$ cat config.mk
export PLATFORM = sky130hd
export DESIGN_NAME = fifo_async_write_ptr
export DESIGN_NICKNAME = d
export VERILOG_FILES = /design/src/rtl/fifo_async_write_ptr.sv
export SDC_FILE = /design/constraint.sdc
export NUM_CORES = 1
export LEC_CHECK = 0
export CORE_AREA = 2 2 47 49
export CTS_BUF_LIST = sky130_fd_sc_hd__clkbuf_4
export DETAILED_ROUTE_END_ITERATION = 10
export DIE_AREA = 0 0 49 51
export PLACE_DENSITY_LB_ADDON = 0.12
export RECOVER_POWER = 25
export SETUP_SLACK_MARGIN = 0.05
export SYNTH_ARGS = -nofsm -noshare
export SYNTH_HDL_FRONTEND = slang
export SYNTH_SLANG_ARGS = --single-unit
export TNS_END_PERCENT = 30
$ cat constraint.sdc
create_clock -name WCLK -period 5.98 [get_ports WCLK]
set_clock_uncertainty 0.15 [all_clocks]
set_input_delay 1.196 -clock WCLK [delete_from_list [all_inputs] [get_ports WCLK]]
set_output_delay 1.196 -clock WCLK [all_outputs]
set_load 0.01 [all_outputs]
$ cat src/rtl/fifo_async_write_ptr.sv
// Write-side pointer and flag controller for the async FIFO (WCLK domain).
// Keeps binary/Gray write pointers and registered FULL/ALMOST_FULL/WCOUNT/OVERFLOW.

module gray2bin #(
  parameter int WIDTH = 4
) (
  input  logic [WIDTH-1:0] gray,
  output logic [WIDTH-1:0] bin
);

  // Each binary bit is the XOR of all Gray bits at or above it.
  always_comb begin
    bin = '0;
    for (int i = 0; i < WIDTH; i++) begin
      bin[i] = ^(gray >> i);
    end
  end

endmodule

module fifo_async_write_ptr #(
  parameter int PTR_WIDTH    = 4,
  parameter int AFULL_THRESH = 2
) (
  input  logic                 WCLK,
  input  logic                 NRST,
  input  logic                 WEN,
  input  logic [PTR_WIDTH-1:0] RPTR_G_SYNC,
  input  logic                 OVF_CLR,
  output logic                 WE_MEM,
  output logic [PTR_WIDTH-2:0] WADDR,
  output logic [PTR_WIDTH-1:0] WPTR_B,
  output logic [PTR_WIDTH-1:0] WPTR_G,
  output logic                 FULL,
  output logic                 ALMOST_FULL,
  output logic [PTR_WIDTH-1:0] WCOUNT,
  output logic                 OVERFLOW
);

  localparam int DEPTH = 1 << (PTR_WIDTH - 1);
  localparam logic [PTR_WIDTH-1:0] DEPTH_V   = PTR_WIDTH'(DEPTH);
  localparam logic [PTR_WIDTH-1:0] AFULL_LVL = PTR_WIDTH'(DEPTH - AFULL_THRESH);

  logic                 accept;
  logic [PTR_WIDTH-1:0] rptr_b_sync;
  logic [PTR_WIDTH-1:0] wptr_b_next;
  logic [PTR_WIDTH-1:0] wptr_g_next;
  logic [PTR_WIDTH-1:0] count_next;

  gray2bin #(.WIDTH(PTR_WIDTH)) u_rptr_g2b (
    .gray (RPTR_G_SYNC),
    .bin  (rptr_b_sync)
  );

  // Gated by the registered FULL only, so no comb path from RPTR_G_SYNC to WE_MEM.
  assign accept = WEN & ~FULL;
  assign WE_MEM = accept & NRST;
  assign WADDR  = WPTR_B[PTR_WIDTH-2:0];

  assign wptr_b_next = WPTR_B + {{(PTR_WIDTH-1){1'b0}}, accept};
  assign wptr_g_next = wptr_b_next ^ (wptr_b_next >> 1);
  assign count_next  = wptr_b_next - rptr_b_sync;

  always_ff @(posedge WCLK or negedge NRST) begin
    if (!NRST) begin
      WPTR_B      <= '0;
      WPTR_G      <= '0;
      FULL        <= 1'b0;
      ALMOST_FULL <= 1'b0;
      WCOUNT      <= '0;
      OVERFLOW    <= 1'b0;
    end else begin
      WPTR_B      <= wptr_b_next;
      WPTR_G      <= wptr_g_next;
      WCOUNT      <= count_next;
      FULL        <= (count_next == DEPTH_V);
      // free <= thresh rewritten as count >= DEPTH-thresh to avoid underflow
      ALMOST_FULL <= (count_next >= AFULL_LVL);
      if (WEN && FULL) begin
        OVERFLOW <= 1'b1;
      end else if (OVF_CLR) begin
        OVERFLOW <= 1'b0;
      end
    end
  end

endmodule

### M2 wires

Drawn at 8 px/um. Cells faint in the background.
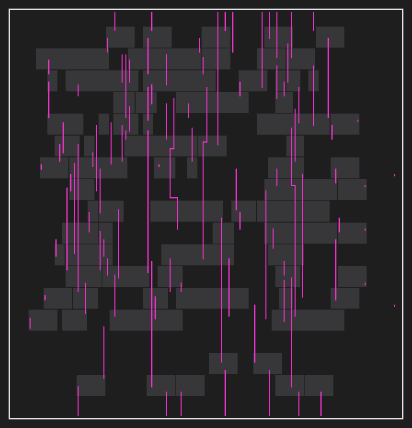
longest straight run: 18.4 um
main direction: vertical
share of all routed wire: 50%
wire length on this layer: 502 um

### Placement by cell class

Drawn at 8 px/um. Fill, decap, tap and diode cells in gray.
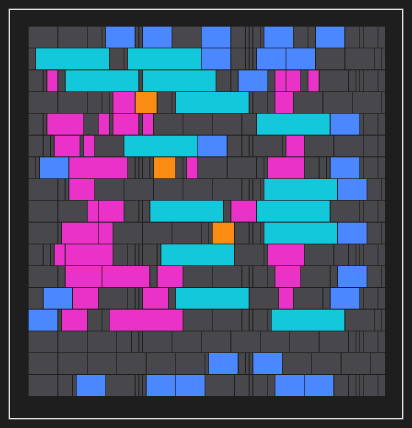
| class | color | cells | share of their area |
|---|---|---|---|
| clock drivers | orange | 3 | 2.4% |
| combinational and other logic | magenta | 34 | 32% |
| remaining buffers and delay cells | blue | 26 | 28% |
| sequential cells | cyan | 14 | 38% |

### Ports around the boundary

Drawn at 6 px/um. Pins as bars across the die edge, other pins in gray.
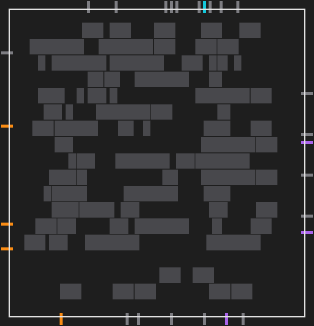
| port | color | pins | direction | edge |
|---|---|---|---|---|
| RPTR_G_SYNC | orange | 4 | input | 3 left, 1 bottom |
| WADDR | purple | 3 | output | 2 right, 1 bottom |
| OVF_CLR | cyan | 1 | input | top |
all pins by edge: 10 top, 7 bottom, 6 right, 4 left

### Clock distribution

Drawn at 12 px/um.
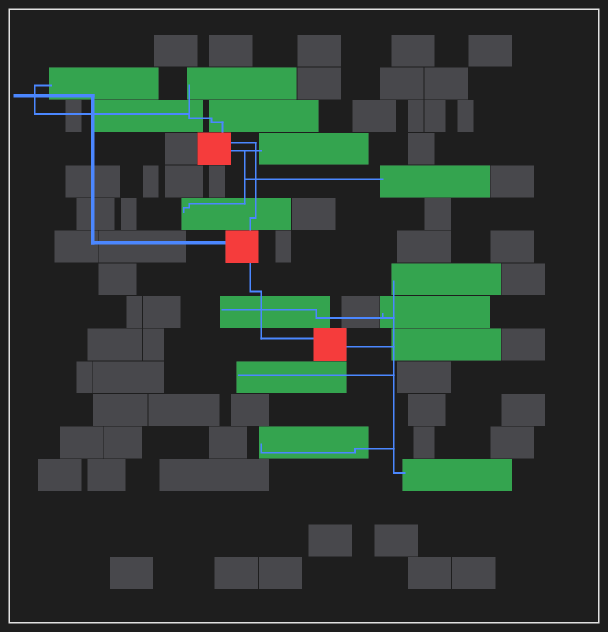
[clock drivers] red | count: 3
[clock wires] blue | length: 170 um
[flip-flops] green | count: 14
routed clock nets: 4

### Clock routing

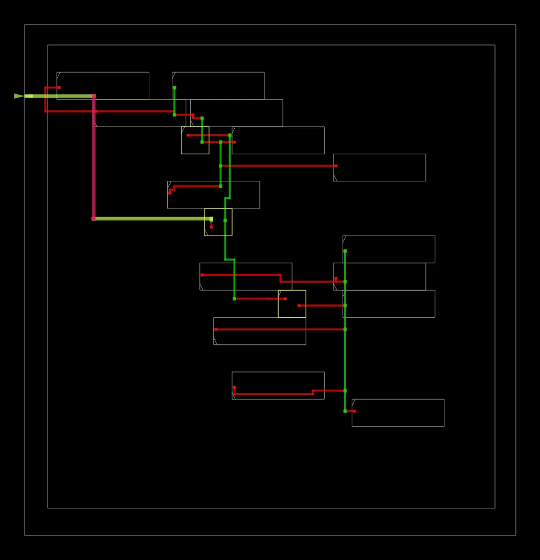
total of clock buffers placed in the layout: 3
number of sequential cells in the layout: 14
power drawn by the clock network: 0.0493 mW
clk sink count: 14
clock buffer count from CTS: 3

per-stage QoR:
stage	std cells	utilization, %	worst slack (ns)	power [mW]	hold WS [ns]
finish	105	46.76	1.761	0.5654	0.3617
global route	105	46.76	1.640	0.6147	0.4315
CTS	105	46.76	1.771	0.5778	0.3729
global placement	102	45.66	1.800	0.5258	0.3498
detailed placement	102	45.66	1.771	0.5287	0.3517
floorplan	52	-	2.710	0.3922	0.3757
critical path, cell delays in order:
cell,delay [ns]
dlygate4sd3_1,0.93
and2_1,0.22
clkdlybuf4s50_1,0.53
registers in the layout (all words and copies together), names as in the netlist:
register     count
WCOUNT           4
ALMOST_FULL      1
WPTR_B           4
FULL             1
WPTR_G           3
OVERFLOW         1
area by class of cell:
class,instances,area share [%]
tap,28,3.632
timing repair buffer,26,26.98
clock buffer,3,2.335
multi-input combinational,27,28.02
inverter,7,2.724
sequential,14,36.32
synth_stat cells:
cell,count
dfrtp_1,14
inv_1,7
ha_1,5
xor2_1,5
buf_4,4
xnor2_1,4
nand2_1,2
a21o_1,1
a21oi_1,1
and2_1,1
and4_1,1
fa_1,1
nand3_1,1
nor2b_1,1
o21ai_0,1
o21ai_4,1
xor2_2,1
xor3_2,1
layer usage:
metal / share of wire [%] / GRT usage, %
met4: 1.2 / 5.714
met3: 4.4 / 2.632
met5: 0 / 0
met1: 44 / 9.605
met2: 50 / 15.30
cells by family after synthesis:
family                     after synthesis  share of synthesized area, %
AOI/OAI and AO/OA                        4                         4.990
and+or+nand+nor                          6                         4.992
DFF                                     14                         51.76
adders and majority gates                6                         12.20
xor gates and xnor gates                11                         17.74
buffers and inverters                   11                         8.319
==> impl.org <==
#+TITLE: Synthesis and PnR summary

** Outcome
- Status :: complete, no violations

** Yosys
- The number of different library cells used by synthesis comes to 18.
- Once synthesis finished, the tally of register bits stood at 14.
- Summed over its instances, the top area cell type makes up 51.76% of the synthesized netlist area.
- Post-synth area from yosys stat :: 676.9 um^2
- Cell area after synthesis :: 676.9 um^2

** Detailed routing
- For this run, the detailed router's first-pass iteration total came to 2.
- Vias per cell :: 4.000

** Hold path
- Worst hold path class :: flip-flop to flip-flop
- Hold path cells :: 2

** Final timing
- In the final report, the number of endpoints failing setup comes to 0.
- Post-layout minimum cycle time :: 4.219 ns

** Pwr
- Power Sequential :: between 0.15 and 0.2 mW
- The power report puts the leakage power at 0.4413 nW.
- Part of the total power dissipated in the clock network :: 8.7%

** Final layout
- Finished layout cell area :: 964.7 um^2

** Floorplan
- Share of the core filled by cells before placement :: 32.81%
- DIE AREA :: 2499 um^2
- Die height :: 51 um

** Clock network
- Clock tree root buffer cell :: clkbuf_4
- On the reported timing paths, the clock transition at the registers reads 0.07 ns.
No activity file was given, so power comes from the tool's default toggle rates.
